$ cat config.mk
export PLATFORM = sky130hd
export DESIGN_NAME = bbox_isect_scheduler
export DESIGN_NICKNAME = d
export VERILOG_FILES = /design/src/rtl/bbox_isect_scheduler.sv
export SDC_FILE = /design/constraint.sdc
export NUM_CORES = 1
export LEC_CHECK = 0
export CAP_MARGIN = 25
export CORE_AREA = 5 5 711 713
export CTS_BUF_LIST = sky130_fd_sc_hd__clkbuf_16
export DETAILED_ROUTE_END_ITERATION = 7
export DIE_AREA = 0 0 716 718
export PLACE_DENSITY = 0.3
export SETUP_SLACK_MARGIN = 0.15
export SLEW_MARGIN = 20
export SYNTH_ARGS = -nofsm -noshare
export SYNTH_HDL_FRONTEND = slang
export SYNTH_SLANG_ARGS = --single-unit
$ cat constraint.sdc
create_clock -name sysclk -period 2.5 [get_ports sysclk]
set_clock_uncertainty 0.05 [all_clocks]
set_input_delay 0.5 -clock sysclk [delete_from_list [all_inputs] [get_ports sysclk]]
set_output_delay 0.5 -clock sysclk [all_outputs]
set_load 0.01 [all_outputs]
$ cat src/rtl/bbox_isect_scheduler.sv
// Shares one pipelined ray/AABB intersection unit between NUM_REQ requesters (round-robin).
// Latency: handshake to rsp_valid is ISECT_LAT+2 cycles; issue rate one per cycle.
// Backpressure: req_ready withheld while a requester is busy; responses are never stalled.
//
// Ports:
//   sysclk, rst                 clock, synchronous active-high reset
//   req_valid/req_ready         per-requester handshake (ready is one-hot grant)
//   req_ray_orig/inv_dir/box/range  flattened per-requester operands
//   isect_*                     registered operands to the intersection unit
//   isect_hit/isect_range_out   unit results, ISECT_LAT cycles after operands
//   rsp_valid/rsp_hit/rsp_range routed result (one-hot pulse, shared data)
//   busy, issue_count           per-requester in-flight flags, total handshakes
module bbox_isect_scheduler #(
  parameter int NUM_REQ   = 4,
  parameter int ISECT_LAT = 1
) (
  input  logic                   sysclk,
  input  logic                   rst,
  input  logic [NUM_REQ-1:0]     req_valid,
  output logic [NUM_REQ-1:0]     req_ready,
  input  logic [NUM_REQ*72-1:0]  req_ray_orig,
  input  logic [NUM_REQ*72-1:0]  req_inv_dir,
  input  logic [NUM_REQ*144-1:0] req_box,
  input  logic [NUM_REQ*48-1:0]  req_range,
  output logic [71:0]            isect_ray_orig,
  output logic [71:0]            isect_inv_dir,
  output logic [143:0]           isect_box,
  output logic [47:0]            isect_range,
  input  logic                   isect_hit,
  input  logic [47:0]            isect_range_out,
  output logic [NUM_REQ-1:0]     rsp_valid,
  output logic                   rsp_hit,
  output logic [47:0]            rsp_range,
  output logic [NUM_REQ-1:0]     busy,
  output logic [31:0]            issue_count
);

  localparam int ID_W = $clog2(NUM_REQ);

  logic [ID_W-1:0]    r_ptr;
  logic [NUM_REQ-1:0] r_busy;
  logic [31:0]        r_issue_cnt;
  logic [71:0]        r_ray;
  logic [71:0]        r_inv;
  logic [143:0]       r_box;
  logic [47:0]        r_rng;
  logic [NUM_REQ-1:0] r_rsp_valid;
  logic               r_rsp_hit;
  logic [47:0]        r_rsp_range;

  // Tag pipeline: stage k is valid in cycle T+1+k for a handshake at edge T,
  // so the tail stage lines up with the unit's result.
  logic               r_tag_vld [ISECT_LAT+1];
  logic [ID_W-1:0]    r_tag_id  [ISECT_LAT+1];

  logic [NUM_REQ-1:0] w_elig;
  logic [NUM_REQ-1:0] w_gnt;
  logic [NUM_REQ-1:0] w_clr;
  logic [ID_W-1:0]    w_gnt_id;
  logic               w_hs;
  logic [ID_W:0]      w_sum;
  logic [ID_W-1:0]    w_idx;
  logic               w_tail_vld;
  logic [ID_W-1:0]    w_tail_id;

  assign w_elig     = req_valid & ~r_busy;
  assign w_tail_vld = r_tag_vld[ISECT_LAT];
  assign w_tail_id  = r_tag_id[ISECT_LAT];
  assign w_clr      = w_tail_vld ? (NUM_REQ'(1) << w_tail_id) : '0;

  // Round-robin scan starting at r_ptr; the extra sum bit keeps the modulo
  // wrap exact for non-power-of-two NUM_REQ.
  always_comb begin
    w_hs     = 1'b0;
    w_gnt_id = '0;
    w_sum    = '0;
    w_idx    = '0;
    for (int k = 0; k < NUM_REQ; k++) begin
      w_sum = {1'b0, r_ptr} + (ID_W+1)'(k);
      if (w_sum >= (ID_W+1)'(NUM_REQ))
        w_idx = ID_W'(w_sum - (ID_W+1)'(NUM_REQ));
      else
        w_idx = ID_W'(w_sum);
      if (!w_hs && w_elig[w_idx]) begin
        w_hs     = 1'b1;
        w_gnt_id = w_idx;
      end
    end
    w_gnt = w_hs ? (NUM_REQ'(1) << w_gnt_id) : '0;
  end

  always_ff @(posedge sysclk) begin
    if (rst) begin
      r_ptr       <= '0;
      r_busy      <= '0;
      r_issue_cnt <= '0;
      r_ray       <= '0;
      r_inv       <= '0;
      r_box       <= '0;
      r_rng       <= '0;
      r_rsp_valid <= '0;
      r_rsp_hit   <= 1'b0;
      r_rsp_range <= '0;
      for (int k = 0; k <= ISECT_LAT; k++) begin
        r_tag_vld[k] <= 1'b0;
        r_tag_id[k]  <= '0;
      end
    end else begin
      if (w_hs) begin
        r_ray       <= req_ray_orig[w_gnt_id*72 +: 72];
        r_inv       <= req_inv_dir[w_gnt_id*72 +: 72];
        r_box       <= req_box[w_gnt_id*144 +: 144];
        r_rng       <= req_range[w_gnt_id*48 +: 48];
        r_ptr       <= (w_gnt_id == ID_W'(NUM_REQ-1)) ? '0 : w_gnt_id + ID_W'(1);
        r_issue_cnt <= r_issue_cnt + 32'd1;
      end

      r_tag_vld[0] <= w_hs;
      r_tag_id[0]  <= w_gnt_id;
      for (int k = 1; k <= ISECT_LAT; k++) begin
        r_tag_vld[k] <= r_tag_vld[k-1];
        r_tag_id[k]  <= r_tag_id[k-1];
      end

      // Set and clear never hit the same bit: a busy requester cannot be granted.
      r_busy      <= (r_busy & ~w_clr) | w_gnt;
      r_rsp_valid <= w_clr;
      if (w_tail_vld) begin
        r_rsp_hit   <= isect_hit;
        r_rsp_range <= isect_range_out;
      end
    end
  end

  assign req_ready      = w_gnt;
  assign isect_ray_orig = r_ray;
  assign isect_inv_dir  = r_inv;
  assign isect_box      = r_box;
  assign isect_range    = r_rng;
  assign rsp_valid      = r_rsp_valid;
  assign rsp_hit        = r_rsp_hit;
  assign rsp_range      = r_rsp_range;
  assign busy           = r_busy;
  assign issue_count    = r_issue_cnt;

endmodule

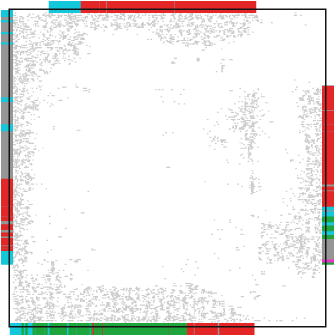
(run_1/io_placement.png)
Pins as bars across the die edge, other pins in gray.
port	color	pins	direction	edge
req_ray_orig	cyan	288	input	146 bottom, 78 top, 42 left, 22 right
req_box	red	576	input	286 top, 125 bottom, 121 right, 44 left
rsp_valid	magenta	4	output	right
req_range	green	192	input	180 bottom, 12 right
all pins by edge	600 bottom, 508 top, 423 left, 297 right
DIE WIDTH: 716 um
port bufs: 1827
die height: 718 um

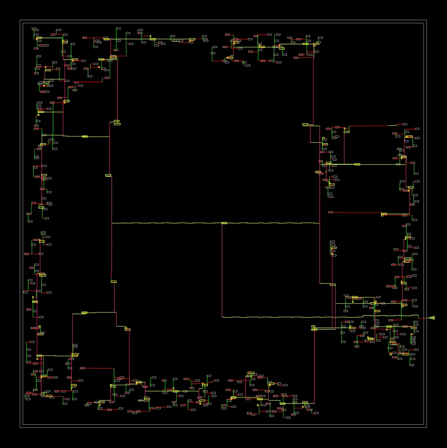
(run_1/clocks.png)
FF+latch count: 433
clock group total power: 10.7 mW
clock sink count: 433

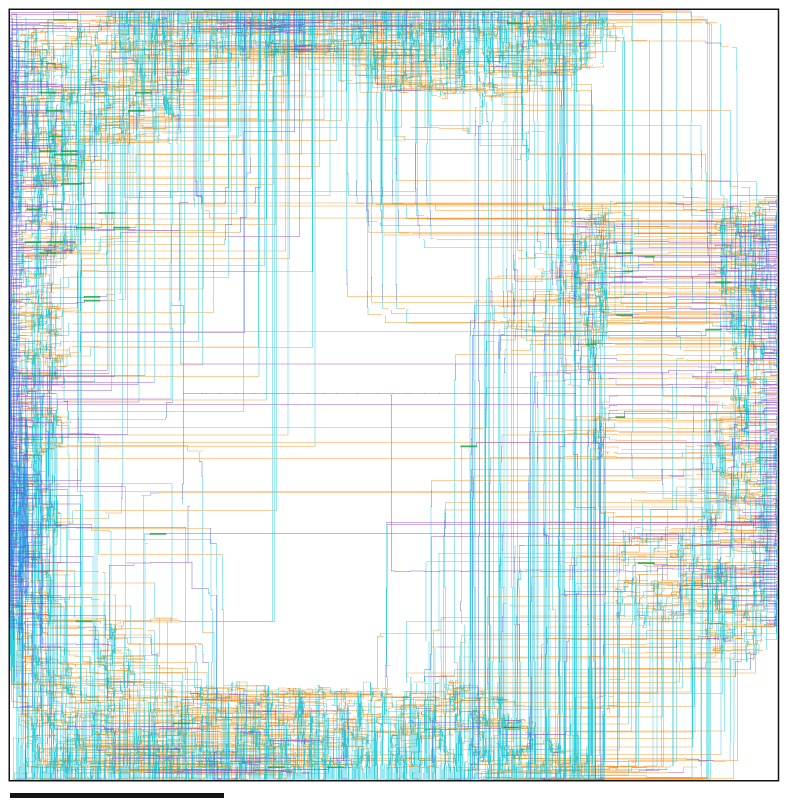
(run_1/wires.png)
Bar = 200 um.
layer	color	wire length
metal 3	purple	27.2 mm
metal 1	orange	134 mm
metal 5	green	519 um
metal 4	blue	13200 um
metal 2	cyan	177 mm

run 1: path summary, 6_finish.rpt:
path / depth (start not counted) / startpoint / endpoint / slack [ps]
worst max-delay path: 7 / busy[3]$_SDFF_PP0_ / req_ready[0] / -360
worst min-delay path: 3 / isect_range_out[4] / rsp_range[4]$_SDFFE_PP0P_ / 290
worst max register to register: 16 / busy[3]$_SDFF_PP0_ / isect_ray_orig[60]$_SDFFE_PP0P_ / -260
worst min register to register: 1 / r_tag_id[0][1]$_SDFF_PP0_ / r_tag_id[0][3]$_SDFF_PP0_ / 390
run 1: layout make-up:
| type | count | area share [%] |
|---|---|---|
| Multi-Input combinational cell | 1625 | 26.1 |
| Tap cell | 6681 | 14.2 |
| Timing Repair Buffer | 2250 | 40.5 |
| Antenna cell | 93 | 0.395 |
| Sequential cell | 433 | 14.8 |
| Clock inverter | 57 | 0.736 |
| Clock buffer | 77 | 3.27 |
| Inverter | 10 | 0.0636 |
run 1: critical path, delay by kind of cell (launching register included):
family,cells,cell delay [ps]
buffers and inverters,3,330
flip-flops,1,340
AND/OR/NAND/NOR,2,580
AND-OR/OR-AND,2,270
run 1: metal layers:
layer,vias up,routed length (um)
met5,-,518
met4,78,13200
met3,662,27200
met2,1782,177000
met1,14658,134000
li1,13105,-
run 1: power breakdown:
part	switching [mW]	internal [mW]
Combinational	17.9	18.8
Clock	4.57	6.10
Sequential	1.73	9.42
Total	24.2	34.4
run 1: state kept, by name, indices dropped and copies added (netlist names):
register	count
r_ptr	2
rsp_hit	1
rsp_range	48
isect_ray_orig	72
isect_range	48
busy	4
isect_inv_dir	72
isect_box	144
rsp_valid	4
r_tag_id	4
r_tag_vld	2
issue_count	32
run 1: cells by family (layout without fill, tap and decap cells):
kind of cell / after synthesis / in the layout / synth area share [%]
AOI/OAI and AO/OA: 394 / 394 / 14.6
xor gates and xnor gates: 8 / 8 / 0.310
adders and majority gates: 3 / 3 / 0.166
buffers and inverters: 220 / 2394 / 5.16
DFF: 433 / 433 / 38.3
muxes: 723 / 723 / 32.0
other: 0 / 93 / 0
and+or+nand+nor: 497 / 497 / 9.42
run 1: placed cells by master (no fill, tap or decap), types with 93 or more instances in the layout:
| cell | n |
|---|---|
| mux2i_4 | 118 |
| mux2i_1 | 480 |
| dfxtp_1 | 409 |
| diode_2 | 93 |
| dlygate4sd2_1 | 242 |
| clkdlybuf4s50_1 | 1497 |
| mux2i_2 | 123 |
| o221ai_2 | 94 |
| buf_4 | 219 |
| o221ai_1 | 244 |
| buf_12 | 100 |
| clkbuf_16 | 93 |
| nand2_1 | 354 |
run 1: per-stage QoR:
step	setup TNS (ps)	instance area (um^2)	cells
finish	-22150	59000	11226
global route	-42430	58900	11202
global placement	-162670	50300	10820
floorplan	0	22600	2278
CTS	-9170	55600	11058
detailed placement	-152360	50300	10820
run 1: what timing repair did:
action	in CTS	in global routing
gates cloned	27	16
resized	695	428
pin swaps	81	160
hold buffers	1	0
endpoints found under the hold margin	1	0
endpoints found under the setup margin	420	352
setup buffers	76	59
==> impl_metrics.py, run 1 <==
# Flow results
metrics = {
    "power_and_ir_drop": {
        "p_per_area_nw_per_um2": 994,
        "ir_drop_mv": 0.500,
        "p_total_mw": 58.6,
    },
    "flow_run": {
        "tool_warnings": 29,
    },
    "synthesis": {
        "synthTopCellsByArea": "dfxtp_1 38%, mux2i_1 32%, o221ai_1 13%, nand2_1 5.9%, buf_4 1.6%",
        "syn_area_um2": 22600,
        "synth-edff-count": 0,
        "ys_area_um2": 22600,
        "top_cells_by_count": "721 x mux2i_1, 433 x dfxtp_1, 356 x nand2_1",
        "synth.distinct_cells": 43,
        "ys_cells": 2278,
        "synth_warnings": 0,
        "top_cell_area_share_pct": 38.3,
        "top_cell": "mux2i_1",
        "async_reset_ff_share_pct": 0,
    },
    "hold_path": {
        "hp-class": "primary input to flop",
    },
    "setup_path": {
        "cp.required_ps": 1950,
        "critical_path_class": "flop to output port",
        "cp-end-kind": "output port",
    },
    "route": {
        "ant_nets": 0,
        "vias_per_cell": 2.70,
    },
    "cells_and_area": {
        "n_fill_cell": 57121,
        "final_util_pct": 11.8,
    },
    "place": {
        "pre_cts_ws_ps": -1020,
        "gp_congestion": 0.908,
        "dp_hpwl_um": 312000,
    },
    "sta": {
        "report.final.slew_viol_count": 0,
        "holdWs_ps": 290,
        "setup_viol": 155,
        "setup_slack_ps": -358,
        "min_period_ps": 2860,
    },
    "grt": {
        "first_global_vias": 30571,
        "grtUsageTotal_pct": 13.0,
        "gr-max-usage-layer": "met2",
        "grt_max_degree": 97,
        "grt_util_met1_pct": 14.6,
    },
    "clocking": {
        "clk_latency_ps": 790,
        "htree_levels": 3,
        "clock_path_buffers": 4,
        "cts_tree": "done",
        "cts_root_buf": "clkbuf_16",
    },
    "status": {
        "violations": "negative setup slack",
        "status": "complete, but fails checks",
    },
    "floorplanning": {
        "dieArea_um2": 514000,
        "core_util_floorplan_pct": 4.53,
        "pin_count": 1828,
    },
}
==> run_1/flops_by_reg.png <==
Other sequential cells in the stronger gray, the rest of the logic in the fainter gray.
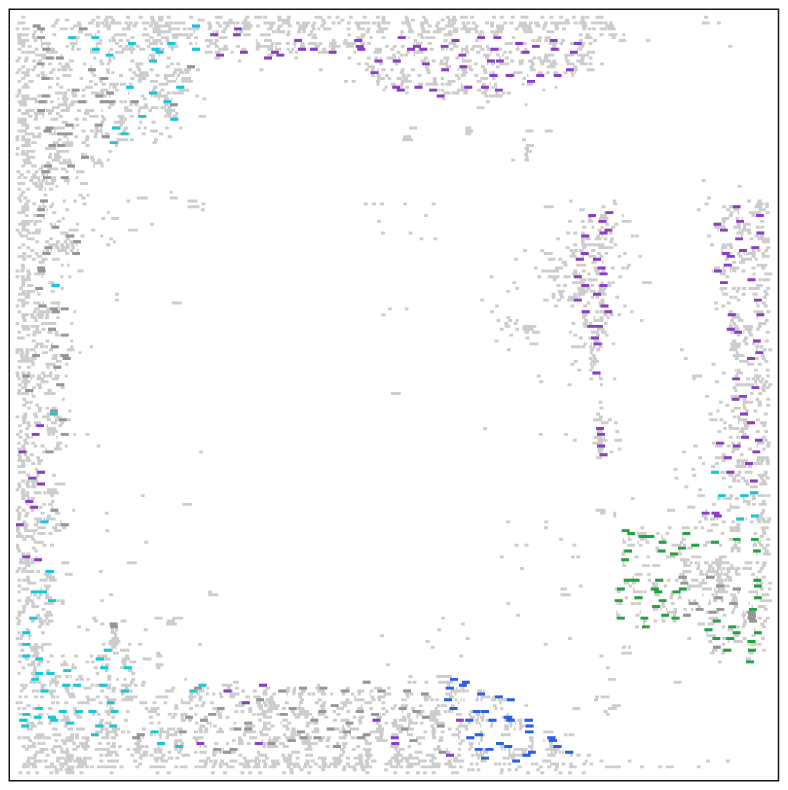

## Run 2: what changed since run 1
--- a/config.mk
+++ b/config.mk
@@ -5,11 +5,13 @@
 export SDC_FILE = /design/constraint.sdc
 export NUM_CORES = 1
 export LEC_CHECK = 0
+export ABC_AREA = 1
 export CAP_MARGIN = 25
-export CORE_AREA = 5 5 711 713
+export CORE_AREA = 5 5 705 707
 export CTS_BUF_LIST = sky130_fd_sc_hd__clkbuf_16
+export CTS_CLUSTER_DIAMETER = 120
 export DETAILED_ROUTE_END_ITERATION = 7
-export DIE_AREA = 0 0 716 718
+export DIE_AREA = 0 0 710 712
 export PLACE_DENSITY = 0.3
 export SETUP_SLACK_MARGIN = 0.15
 export SLEW_MARGIN = 20
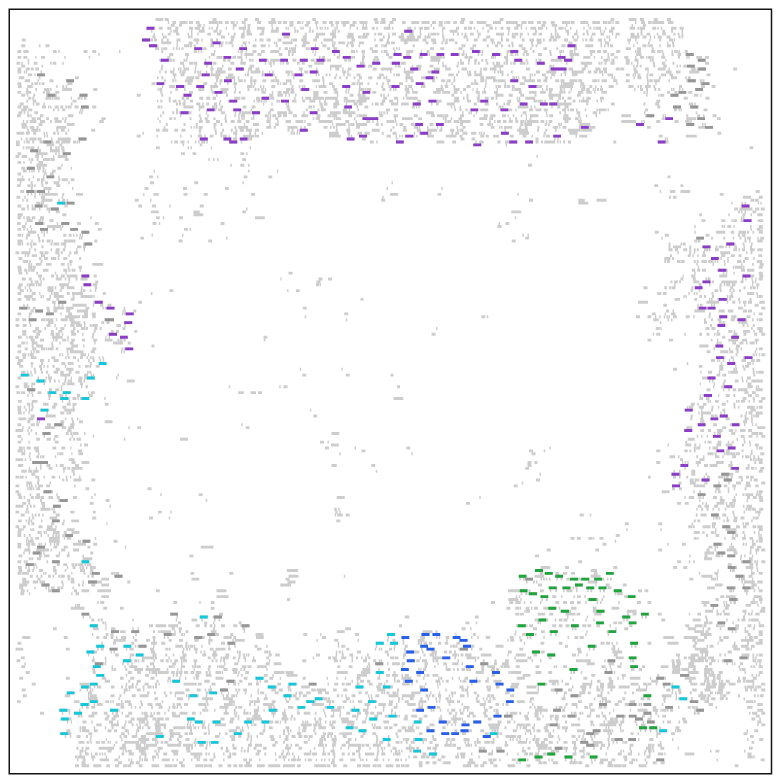
(run_2/flops_by_reg.png)
Other sequential cells in the stronger gray, the rest of the logic in the fainter gray.
signal	color	placed flops
isect_box	purple	144
isect_ray_orig	cyan	72
issue_count	blue	32
rsp_range	green	48

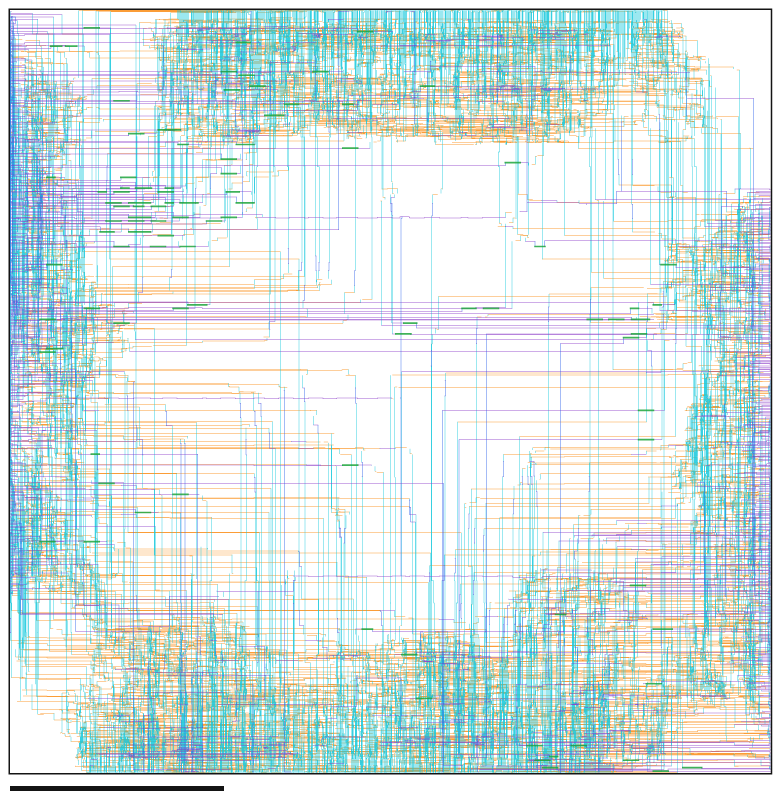
(run_2/wires.png)
Bar = 200 um.
layer	color	wire length
metal 5	green	1300 um
metal 3	purple	48.4 mm
metal 4	blue	11400 um
metal 1	orange	163 mm
metal 2	cyan	195 mm
gr usage total: 15.5%
drt total wl: 418000 um
Avg WL per Cell: 27.9 um
detailed-route via count: 49.3k

==> run 2 against run 1 <==
  * The flow still finishes with violations (negative setup slack)
  * Register-to-register slack lost 250 ps
  * Critical endpoint is now req_ready[3]
  * Area after synthesis increased by 50%
  * Non-clock buffer count up 141
  * Final cell count rose by 34%
  * Largest cell class unchanged
  * Flip-flop count stayed put
==> impl_metrics.py, run 2 <==
# Flow results
metrics = {
    "flow_run": {
        "tool_warnings": 31,
    },
    "floorplanning": {
        "die_w_um": 710,
        "die_h_um": 712,
        "dieArea_um2": 506000,
    },
    "cells_and_area": {
        "design_area_um2": 70400,
        "layout_top_cell": "clkdlybuf4s50_1",
        "n_fill_cell": 57163,
        "lay_top_cells": "1795 x clkdlybuf4s50_1, 1728 x inv_1, 1528 x nand3_1",
        "finalNonFillerCells": 15018,
        "largest_reg_flops": 144,
        "final_util_pct": 14.4,
    },
    "clocking": {
        "cts_tree": "done",
        "cts_root_buf": "clkbuf_16",
        "clk_latency_ps": 850,
    },
    "sta": {
        "holdWs_ps": 195,
        "setup_slack_ps": -663,
        "min_period_ps": 3160,
        "report.final.slew_viol_count": 0,
        "setup_viol": 416,
        "finalSetupTns_ps": -120390,
    },
    "setup_path": {
        "crit_family": "simple AND/OR/NAND/NOR gates",
        "reg2reg_from": "r_ptr[0]$_SDFFE_PP0P_",
        "reg2regPathDepth": 20,
        "cp_num_buf_inv": 4,
        "r2r_end": "isect_box[109]$_SDFFE_PP0P_",
    },
    "hold_path": {
        "holdPathEnd": "rsp_range[8]$_SDFFE_PP0P_",
        "hold_depth": 3,
        "hp-class": "primary input to flop",
        "min-delay-start": "isect_range_out[8]",
    },
    "synthesis": {
        "synth-edff-count": 0,
        "top_cell": "inv_1",
        "top_cell_area_share_pct": 25.5,
        "async_reset_ff_share_pct": 0,
        "syn_area_um2": 34000,
        "synth.distinct_cells": 30,
    },
    "power_and_ir_drop": {
        "p_per_area_nw_per_um2": 1610,
    },
    "place": {
        "pre_cts_ws_ps": -936,
        "io_buffer_count": 1827,
        "post_dp_cell_area_um2": 62300,
        "place_inst": 14655,
        "gp_congestion": 0.912,
    },
    "status": {
        "violations": "negative setup slack",
        "status": "complete, but fails checks",
    },
    "route": {
        "wl_met3_um": 48400,
        "dr.max_layer_used": "met5",
        "wl_met2_um": 195000,
        "ant_nets": 0,
        "wl_met1_um": 163000,
    },
    "grt": {
        "first_global_vias": 48003,
        "grt_max_degree": 62,
    },
}
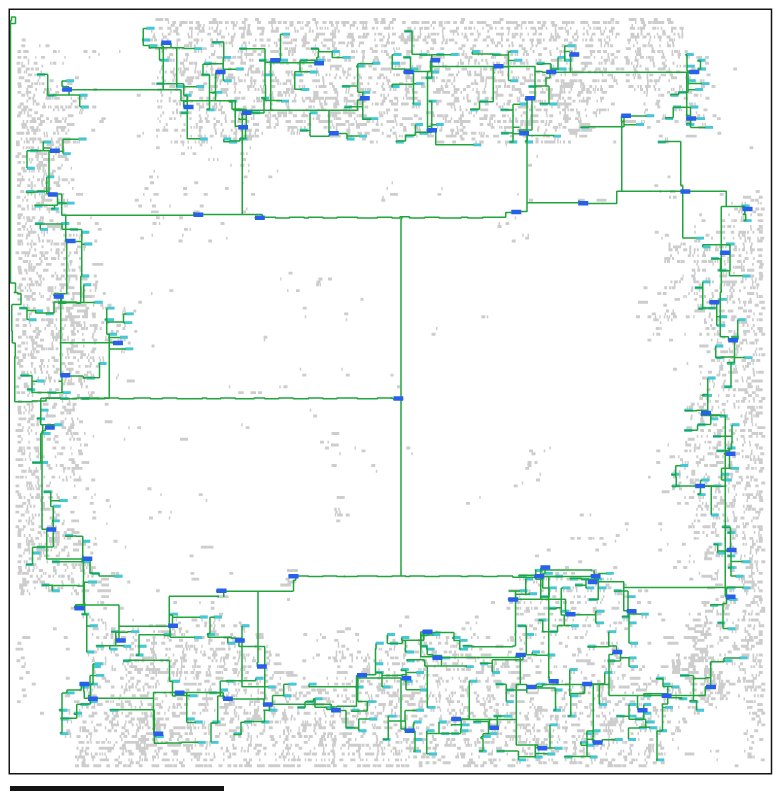
(run_2/clk_routes.png)
Bar = 200 um.
[flip-flops] cyan | count: 433
[clock drivers] blue | count: 83
[clock wires] green | length: 13900 um
flops lie	spread over the die
routed clock nets	84

==> run 2: cell types whose count changed in the layout (fill, tap and decap cells not counted), moves of 54 or more <==
| cell | before | now |
|---|---|---|
| buf_4 | 219 | 306 |
| clkdlybuf4s50_1 | 1497 | 1795 |
| dlygate4sd2_1 | 242 | 1 |
| inv_1 | 24 | 1728 |
| mux2i_1 | 480 | 0 |
| mux2i_2 | 123 | 0 |
| mux2i_4 | 118 | 0 |
| nand2_1 | 354 | 1051 |
| nand2_2 | 0 | 54 |
| nand3_1 | 10 | 1528 |
| nand3_2 | 0 | 171 |
| nor2_1 | 68 | 780 |
| o221ai_1 | 244 | 0 |
| o221ai_2 | 94 | 0 |
==> run 2: cells by family after synthesis <==
group                    Yosys count  share of synthesized area, %
AND/OR/NAND/NOR                 3679                          47.2
buffers and inverters           2158                          25.1
flip-flops                       433                          25.5
AND-OR/OR-AND                     97                          1.45
XOR/XNOR                          22                         0.567
adder cells (fa/ha/maj)            3                         0.110
==> run 2: worst max path at each step <==
stage,startpoint,end,slack [ps],cells past startpoint
6_report,r_ptr[0]$_SDFFE_PP0P_,req_ready[3],-660,13
5_1_grt,r_ptr[0]$_SDFFE_PP0P_,req_ready[2],-810,12
4_1_cts,r_ptr[0]$_SDFFE_PP0P_,req_ready[2],-750,13
3_5_place_dp,req_valid[2],isect_ray_orig[67]$_SDFFE_PP0P_,-940,15
3_3_place_gp,req_valid[2],isect_ray_orig[67]$_SDFFE_PP0P_,-950,15
2_1_floorplan,req_valid[3],req_ready[3],150,14
==> run 2: routing by layer <==
metal  track usage (%)  vias to the layer above
li1                  -                    23257
met4              3.56                      196
met2              26.0                     2049
met1              17.5                    23171
met3              7.64                      676
met5                 0                        -
==> run 2: area by class of cell <==
cell class / instances / area share (%)
sequential: 433 / 12.3
antenna: 55 / 0.196
timing repair buffer: 2391 / 37.2
tap: 6475 / 11.5
clock inverter: 60 / 0.757
inverter: 1720 / 9.22
clock buffer: 83 / 2.95
multi-input combinational: 3801 / 25.8
==> run 2: where the power goes <==
part	switching (mW)	internal, mW	total (mW)
clock network	4.86	6.83	11.7
registers	1.88	9.73	11.6
logic	52.0	37.8	89.8
==> run 2: worst min-delay path: cells and delay by family <==
kind | cells | cell delay [ps]
buf+inv | 1 | 400
simple gates | 2 | 150
==> run 2: timing repair <==
item                                    in CTS  in global routing
pin swaps                                   48                 70
hold endpoints to repair                    10                  0
cloned                                      45                 30
endpoints found under the setup margin     750                717
resized                                    387                201
hold buffers                                 1                  0
setup buffers                               62                 27
Power and IR drop assume default switching activity.
